==> config.mk <==
export PLATFORM = sky130hd
export DESIGN_NAME = pp_final_cpa_pipe
export DESIGN_NICKNAME = d
export VERILOG_FILES = /design/src/rtl/mult_pkg.sv /design/src/rtl/pp_final_cpa_pipe_cpa_slice.sv /design/src/rtl/pp_final_cpa_pipe.sv
export SDC_FILE = /design/constraint.sdc
export NUM_CORES = 1
export LEC_CHECK = 0
export CAP_MARGIN = 20
export CELL_PAD_IN_SITES_DETAIL_PLACEMENT = 2
export CELL_PAD_IN_SITES_GLOBAL_PLACEMENT = 2
export CORE_AREA = 2 2 208 159
export CTS_CLUSTER_SIZE = 28
export DETAILED_ROUTE_END_ITERATION = 10
export DIE_AREA = 0 0 210 161
export GPL_TIMING_DRIVEN = 0
export HOLD_SLACK_MARGIN = 0.02
export PLACE_DENSITY_LB_ADDON = 0.2
export RECOVER_POWER = 50
export SYNTH_ARGS = -nofsm -noshare
export SYNTH_HDL_FRONTEND = slang
export SYNTH_SLANG_ARGS = --single-unit
==> constraint.sdc <==
create_clock -name clk -period 5.4 [get_ports clk]
set_input_delay 0.81 -clock clk [delete_from_list [all_inputs] [get_ports clk]]
set_output_delay 0.81 -clock clk [all_outputs]
set_load 0.03 [all_outputs]
Congestion heat map:
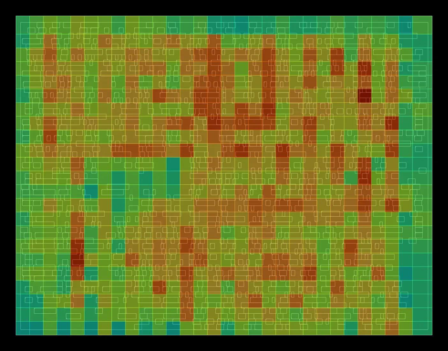
met2 layer usage reported by global route: 0.358
WL/cell: 22.4 um
Core Util, Final: 0.417
Most Crowded Layer GR: met2

Routed metal, one color a layer:
(1.5 px per um)
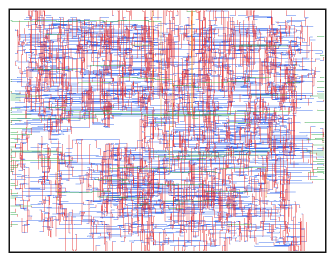
Blue shows M1, wire length 19500 um. Green shows M3, wire length 1830 um. Red shows M2, wire length 17300 um. Orange shows M4, wire length 409 um.
final wirelength: 39000 um
Total GRT Usage: 0.239
via count: 9643

Met3 routing:
(1.5 px per um)
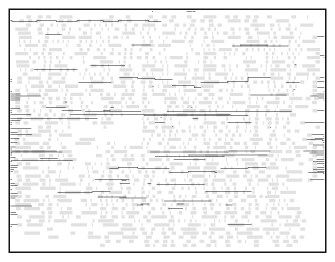
119 nets have wire on it. The layer holds 4.7% of the routed length.
GR Util met3: 0.0533

==> impl_metrics.csv <==
group,metric,value,unit
place,hpwl,29300,um
synth,yosys.area_share.aoi,0.184,
run,drv_cap,2,
clocking,ctsHtreeMaxLevel,4,
finish,n_clock_buffer,17,
status,status,"finished, violations left",
clocking,cts.sinks,171,
final_timing,slew_headroom,-0.965,
worst_setup_path,cpMaxStageDelayCell,"fa_1",
pwr,pwr-share-seq,0.348,
pwr,powerComb,1.76,mW
clocking,cts_tree,"yes",
finish,fillers,3455,
pwr,top_power_group,"combinational logic",
final_timing,drv_slew,84,
drt,vias_per_cell,5.54,
floorplanning,rows,57,
status,failed_checks,"max-capacitance violations, max-slew violations",
drt,ant_nets,0,
worst_setup_path,cpPeakStageDelay,0.50,ns
place,dp_cells,1704,
worst_setup_path,end_kind,"flop",
pwr,power.switching,1.84,mW
floorplanning,fp_util,0.324,
synth,ys_cells,1109,
synth,yosysUniqueCellTypes,72,
finish,drive_gt1_frac,0.0550,
finish,final_common_cell,"dfrtp_1",
run,warnings,41,
finish,stdcell_count,1741,
synth,area_leaders,"dfrtp_1, edfxtp_1, ha_1, nor2_1, a21oi_1",
grt,grt_overflow_total,0,
synth,synth_flops,171,
worst_setup_path,worstSetupPathType,"flop to flop",
synth,async_reset_ff_frac,0.760,
worst_setup_path,crit_family,"AND-OR/OR-AND gates",
place,place_congestion,0.831,
No activity file was given, so power comes from the tool's default toggle rates.
